Sequential cells grouped by signal name:
Bar = 100 microns. Other sequential cells in the stronger grey, the rest of the logic in the fainter grey.
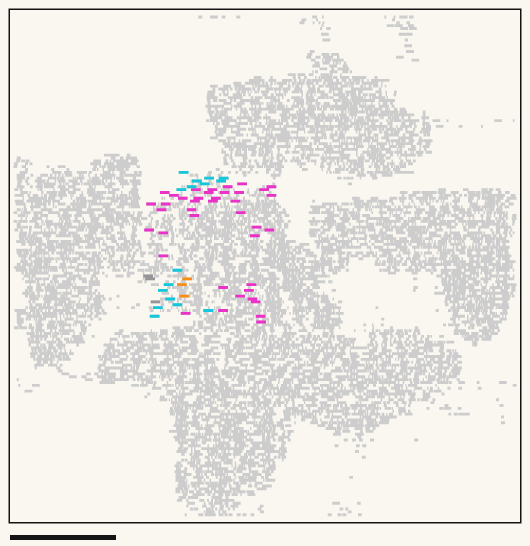
I/O nets highlighted:
Bar = 100 microns.
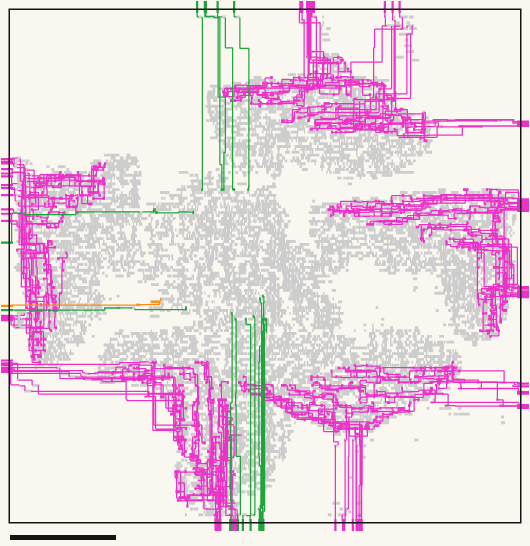
Placed standard cells:
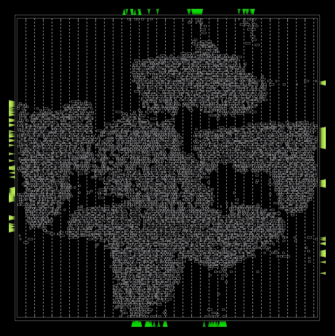
Cell density map:
Bar = 100 microns. 24 x 24 tiles, from white (low) to dark blue (high), 0 to 100% covered.
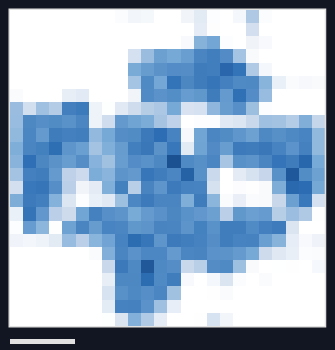
===== config.mk =====
export PLATFORM = sky130hd
export DESIGN_NAME = mac_accum_seq
export DESIGN_NICKNAME = d
export VERILOG_FILES = /design/src/rtl/mac_pkg.sv /design/src/rtl/mac_lane_sum.sv /design/src/rtl/mac_accum_seq.sv
export SDC_FILE = /design/constraint.sdc
export NUM_CORES = 2
export LEC_CHECK = 0
export CAP_MARGIN = 10
export CORE_AREA = 3 3 479 481
export CTS_BUF_LIST = sky130_fd_sc_hd__clkbuf_4 sky130_fd_sc_hd__clkbuf_8
export DETAILED_ROUTE_END_ITERATION = 7
export DIE_AREA = 0 0 482 484
export REMOVE_ABC_BUFFERS = 1
export SYNTH_ARGS = -nofsm -noshare
export SYNTH_HDL_FRONTEND = slang
export SYNTH_HIERARCHICAL = 1
export SYNTH_SLANG_ARGS = --single-unit

===== constraint.sdc =====
create_clock -name clk -period 10.26 [get_ports clk]
set_input_delay 3.078 -clock clk [delete_from_list [all_inputs] [get_ports clk]]
set_output_delay 3.078 -clock clk [all_outputs]
set_load 0.02 [all_outputs]

===== src/rtl/mac_pkg.sv =====
// Shared Q-format constants, FSM encoding and helpers for the sequential MAC engine.
package mac_pkg;

   localparam int DATA_SIZE = 16;
   localparam int FRAC_BITS = 8;
   localparam int SAT_W     = 64;

   typedef enum logic {
      ST_ACCUM = 1'b0,
      ST_OUT   = 1'b1
   } state_t;

   typedef struct packed {
      logic [DATA_SIZE-1:0] data;
      logic                 clip;
   } sat_t;

   function automatic int clog2(input int v);
      int r;
      r = 0;
      while ((1 << r) < v) r++;
      return r;
   endfunction

   // Clamp a sign-extended accumulator into a dw-bit signed word and flag any clipping.
   function automatic sat_t sat_to_data(input logic signed [SAT_W-1:0] acc, input int dw);
      logic signed [SAT_W-1:0] hi;
      logic signed [SAT_W-1:0] lo;
      logic signed [SAT_W-1:0] v;
      sat_t r;
      hi = (64'sd1 <<< (dw - 1)) - 64'sd1;
      lo = ~hi;
      if (acc > hi) begin
         v      = hi;
         r.clip = 1'b1;
      end else if (acc < lo) begin
         v      = lo;
         r.clip = 1'b1;
      end else begin
         v      = acc;
         r.clip = 1'b0;
      end
      r.data = DATA_SIZE'(v);
      return r;
   endfunction

endpackage


===== src/rtl/mac_lane_sum.sv =====
// Combinational lane stage: LANES fixed-point products, floored by FRAC_BITS,
// masked per lane and summed through a balanced adder tree.
module mac_lane_sum
   import mac_pkg::*;
#(
   parameter int DATA_SIZE = mac_pkg::DATA_SIZE,
   parameter int FRAC_BITS = mac_pkg::FRAC_BITS,
   parameter int LANES     = 5,
   parameter int ACC_SIZE  = 40
) (
   input  logic [DATA_SIZE*LANES-1:0] a,
   input  logic [DATA_SIZE*LANES-1:0] b,
   input  logic [LANES-1:0]           mask,
   output logic signed [ACC_SIZE-1:0] sum
);

   localparam int NP = 1 << clog2(LANES);

   // Heap-ordered tree: node 0 is the root, leaves start at NP-1.
   logic signed [ACC_SIZE-1:0] node [2*NP-1];

   genvar gi;
   generate
      for (gi = 0; gi < NP; gi++) begin : g_leaf
         if (gi < LANES) begin : g_lane
            logic signed [DATA_SIZE-1:0]   av;
            logic signed [DATA_SIZE-1:0]   bv;
            logic signed [2*DATA_SIZE-1:0] prod;
            assign av   = a[DATA_SIZE*(gi+1)-1 -: DATA_SIZE];
            assign bv   = b[DATA_SIZE*(gi+1)-1 -: DATA_SIZE];
            assign prod = av * bv;
            // Arithmetic shift floors toward -inf; the result fits in ACC_SIZE by construction.
            assign node[NP-1+gi] = mask[gi] ? ACC_SIZE'(prod >>> FRAC_BITS) : '0;
         end else begin : g_pad
            assign node[NP-1+gi] = '0;
         end
      end
      for (gi = 0; gi < NP-1; gi++) begin : g_tree
         assign node[gi] = node[2*gi+1] + node[2*gi+2];
      end
   endgenerate

   assign sum = node[0];

endmodule


===== src/rtl/mac_accum_seq.sv =====
// Sequential multiply-accumulate: LANES products per beat, TAPS per window plus bias,
// one saturated result per window. Define RELU_EN to clamp negative results to zero.
module mac_accum_seq
   import mac_pkg::*;
#(
   parameter int DATA_SIZE = mac_pkg::DATA_SIZE,
   parameter int FRAC_BITS = mac_pkg::FRAC_BITS,
   parameter int TAPS      = 25,
   parameter int LANES     = 5,
   parameter int ACC_SIZE  = 40
) (
   input  logic                       clk,
   input  logic                       rst,
   input  logic                       s_valid,
   output logic                       s_ready,
   input  logic [DATA_SIZE*LANES-1:0] s_a,
   input  logic [DATA_SIZE*LANES-1:0] s_b,
   input  logic [DATA_SIZE-1:0]       s_bias,
   output logic                       m_valid,
   input  logic                       m_ready,
   output logic [DATA_SIZE-1:0]       m_data,
   output logic                       m_sat
);

   localparam int             BEATS = (TAPS + LANES - 1) / LANES;
   localparam int             CW    = (BEATS > 1) ? clog2(BEATS) : 1;
   localparam logic [CW-1:0]  LAST  = CW'(BEATS - 1);

   state_t                     state_reg, state_next;
   logic [CW-1:0]              cnt_reg, cnt_next;
   logic signed [ACC_SIZE-1:0] acc_reg, acc_next;
   logic                       m_valid_reg, m_valid_next;
   logic [DATA_SIZE-1:0]       m_data_reg, m_data_next;
   logic                       m_sat_reg, m_sat_next;

   logic [LANES-1:0]           lane_mask;
   logic signed [ACC_SIZE-1:0] lane_sum;
   logic signed [ACC_SIZE-1:0] bias_ext;
   sat_t                       sat_res;

   // Lanes past the end of the window (last beat when TAPS is not a multiple of LANES).
   genvar gi;
   generate
      for (gi = 0; gi < LANES; gi++) begin : g_mask
         assign lane_mask[gi] = (int'(cnt_reg) * LANES + gi) < TAPS;
      end
   endgenerate

   mac_lane_sum #(
      .DATA_SIZE (DATA_SIZE),
      .FRAC_BITS (FRAC_BITS),
      .LANES     (LANES),
      .ACC_SIZE  (ACC_SIZE)
   ) u_lane_sum (
      .a    (s_a),
      .b    (s_b),
      .mask (lane_mask),
      .sum  (lane_sum)
   );

   assign bias_ext = {{(ACC_SIZE-DATA_SIZE){s_bias[DATA_SIZE-1]}}, s_bias};
   assign sat_res  = sat_to_data({{(SAT_W-ACC_SIZE){acc_reg[ACC_SIZE-1]}}, acc_reg}, DATA_SIZE);

   always_ff @(posedge clk or posedge rst) begin
      if (rst) begin
         state_reg   <= ST_ACCUM;
         cnt_reg     <= '0;
         acc_reg     <= '0;
         m_valid_reg <= 1'b0;
         m_data_reg  <= '0;
         m_sat_reg   <= 1'b0;
      end else begin
         state_reg   <= state_next;
         cnt_reg     <= cnt_next;
         acc_reg     <= acc_next;
         m_valid_reg <= m_valid_next;
         m_data_reg  <= m_data_next;
         m_sat_reg   <= m_sat_next;
      end
   end

   always_comb begin
      state_next   = state_reg;
      cnt_next     = cnt_reg;
      acc_next     = acc_reg;
      m_valid_next = m_valid_reg;
      m_data_next  = m_data_reg;
      m_sat_next   = m_sat_reg;
      s_ready      = 1'b0;
      case (state_reg)
         ST_ACCUM: begin
            s_ready = 1'b1;
            if (s_valid) begin
               acc_next = ((cnt_reg == '0) ? bias_ext : acc_reg) + lane_sum;
               if (cnt_reg == LAST) begin
                  cnt_next   = '0;
                  state_next = ST_OUT;
               end else begin
                  cnt_next = cnt_reg + 1'b1;
               end
            end
         end
         ST_OUT: begin
            if (!m_valid_reg) begin
               // Final accumulator is registered here, one edge after the last beat.
               m_valid_next = 1'b1;
               m_sat_next   = sat_res.clip;
`ifdef RELU_EN
               m_data_next  = sat_res.data[DATA_SIZE-1] ? '0 : sat_res.data;
`else
               m_data_next  = sat_res.data;
`endif
            end else if (m_ready) begin
               m_valid_next = 1'b0;
               state_next   = ST_ACCUM;
            end
         end
         default: state_next = ST_ACCUM;
      endcase
   end

   assign m_valid = m_valid_reg;
   assign m_data  = m_data_reg;
   assign m_sat   = m_sat_reg;

endmodule


==> summary.txt <==
post-CTS sizing: 362
clock-pin slew on the worst setup and hold paths: 80 ps
XOR Share, Synth: 0.0302
PnR worst setup slack: -3480 ps
Simple-Gate Area Share: 0.164
placed cells: 10300
Area Overhead vs Synth: 31.5%
Die Y: 484 microns
Dominant Register Cell: dfrtp_1
number of synthesized flops with an enable pin: 0
Combinational Area: 0.0507 sq mm
DR vias: 45600
crit-path most repeated cell: fa_1
max_slew headroom: 0.263
synthesized area per cell: 8.92 sq um
CP delay by family, top: adder cells
M2 GR Usage: 0.251
synthesized flop and latch total: 62
Critical R2R Launch: cnt_reg[2]$_DFFE_PP0P_
Non-CTS buffers: 1395
chip width: 482 microns
post-CTS setup repair buffer count: 59
WP data required: 10530 ps
placed inst area: 0.0696 sq mm
reg2reg end: acc_reg[38]$_DFFE_PP0P_
Post-synth top cells: inv_1, fa_1, nand2_1, and2_1, ha_1
clk buf depth: 2
hold slack: 514 ps
GP Congestion: 0.899
comb area leader: adder cells
fmax: 72.8 MHz
final WL: 169 mm
Distinct lib cells used: 81
multi-input gates: 4516
CTS H-tree lvls: 3
M1 WL: 73.3 mm
Flops: 62
max cap viols: 0
# clock sinks: 62
met3 routed WL: 7.18 mm
Worst R2R Path Depth: 39
Setup Skew: 12.1 ps
CP max stage delay: 540 ps
final setup fails: 38
Final #Nets: 9536
HPWL after detailed placement: 148 mm
GRT Residual Overflow: 0
Worst setup EP type: flop
worst skew pair latency: 380 ps
status: finished, violations left
layout cells sized above 1: 0.228
met3 usage: 0.0128
RSZ-0062 raised after global routing: true
Top Layout Cells: inv_1, fa_1, buf_4
CTS tree: done
Setup TNS: -93710 ps
n_diodes: 8
top cell category: logic gates
final antenna-violating net count: 0
GRT Total Usage: 0.145
hold buffers post-CTS: 0
top cells, area: fa_1, ha_1, inv_1
failing checks: negative setup slack
first-pass GRT wire length: 271 mm
Slowest cell on crit path: fa_1
flop share of the area: 0.0210
register area: 0.00155 sq mm
number of cells on the critical path: 47
adder share: 0.597
Root Buffer: clkbuf_8
Worst Path Buf+Inv: 10
Yosys Chip Area: 0.0562 sq mm
Hold Path Depth: 2
final instance area: 0.0739 sq mm
Hold Violations, Final: 0
dominant logic cell type in the layout: inv_1
Inverters, non-clock: 1518
number of flip-flops in the largest register: 40
first-pass iteration count of the detailed router: 6
Notes on 'sequential cells grouped by signal name' above:
cyan -> m_data  # sequential cells 16
orange -> cnt_reg  # sequential cells 3
magenta -> acc_reg  # sequential cells 40, where middle
not coloured = 3

Notes on 'I/O nets highlighted' above:
green -> s_bias  # direction input, edge 9 bottom, 5 top, 2 left, end cells 18, buffers 16, wire 3080 microns
orange -> m_sat  # direction output, edge left, end cells 1, buffers 1, wire 150 microns
magenta -> s_b  # direction input, edge 27 right, 23 left, 18 bottom, 12 top, end cells 1245, buffers 286, wire 22.9 mm
# IOs: 199
port bufs: 198

Notes on 'placed standard cells' above:
post-layout util: 0.328
Layout Cells excl Fill: 10500
core area: 0.225 sq mm
Tapcells: 2992

Notes on 'cell density map' above:
densest ninth of the die = middle
mean over tiles = 30%
tiles over 75% full = 1.9%
emptiest ninth of the die = top left
fullest tile = 87%
nearly empty tiles = 36%
Initial Util: 0.250

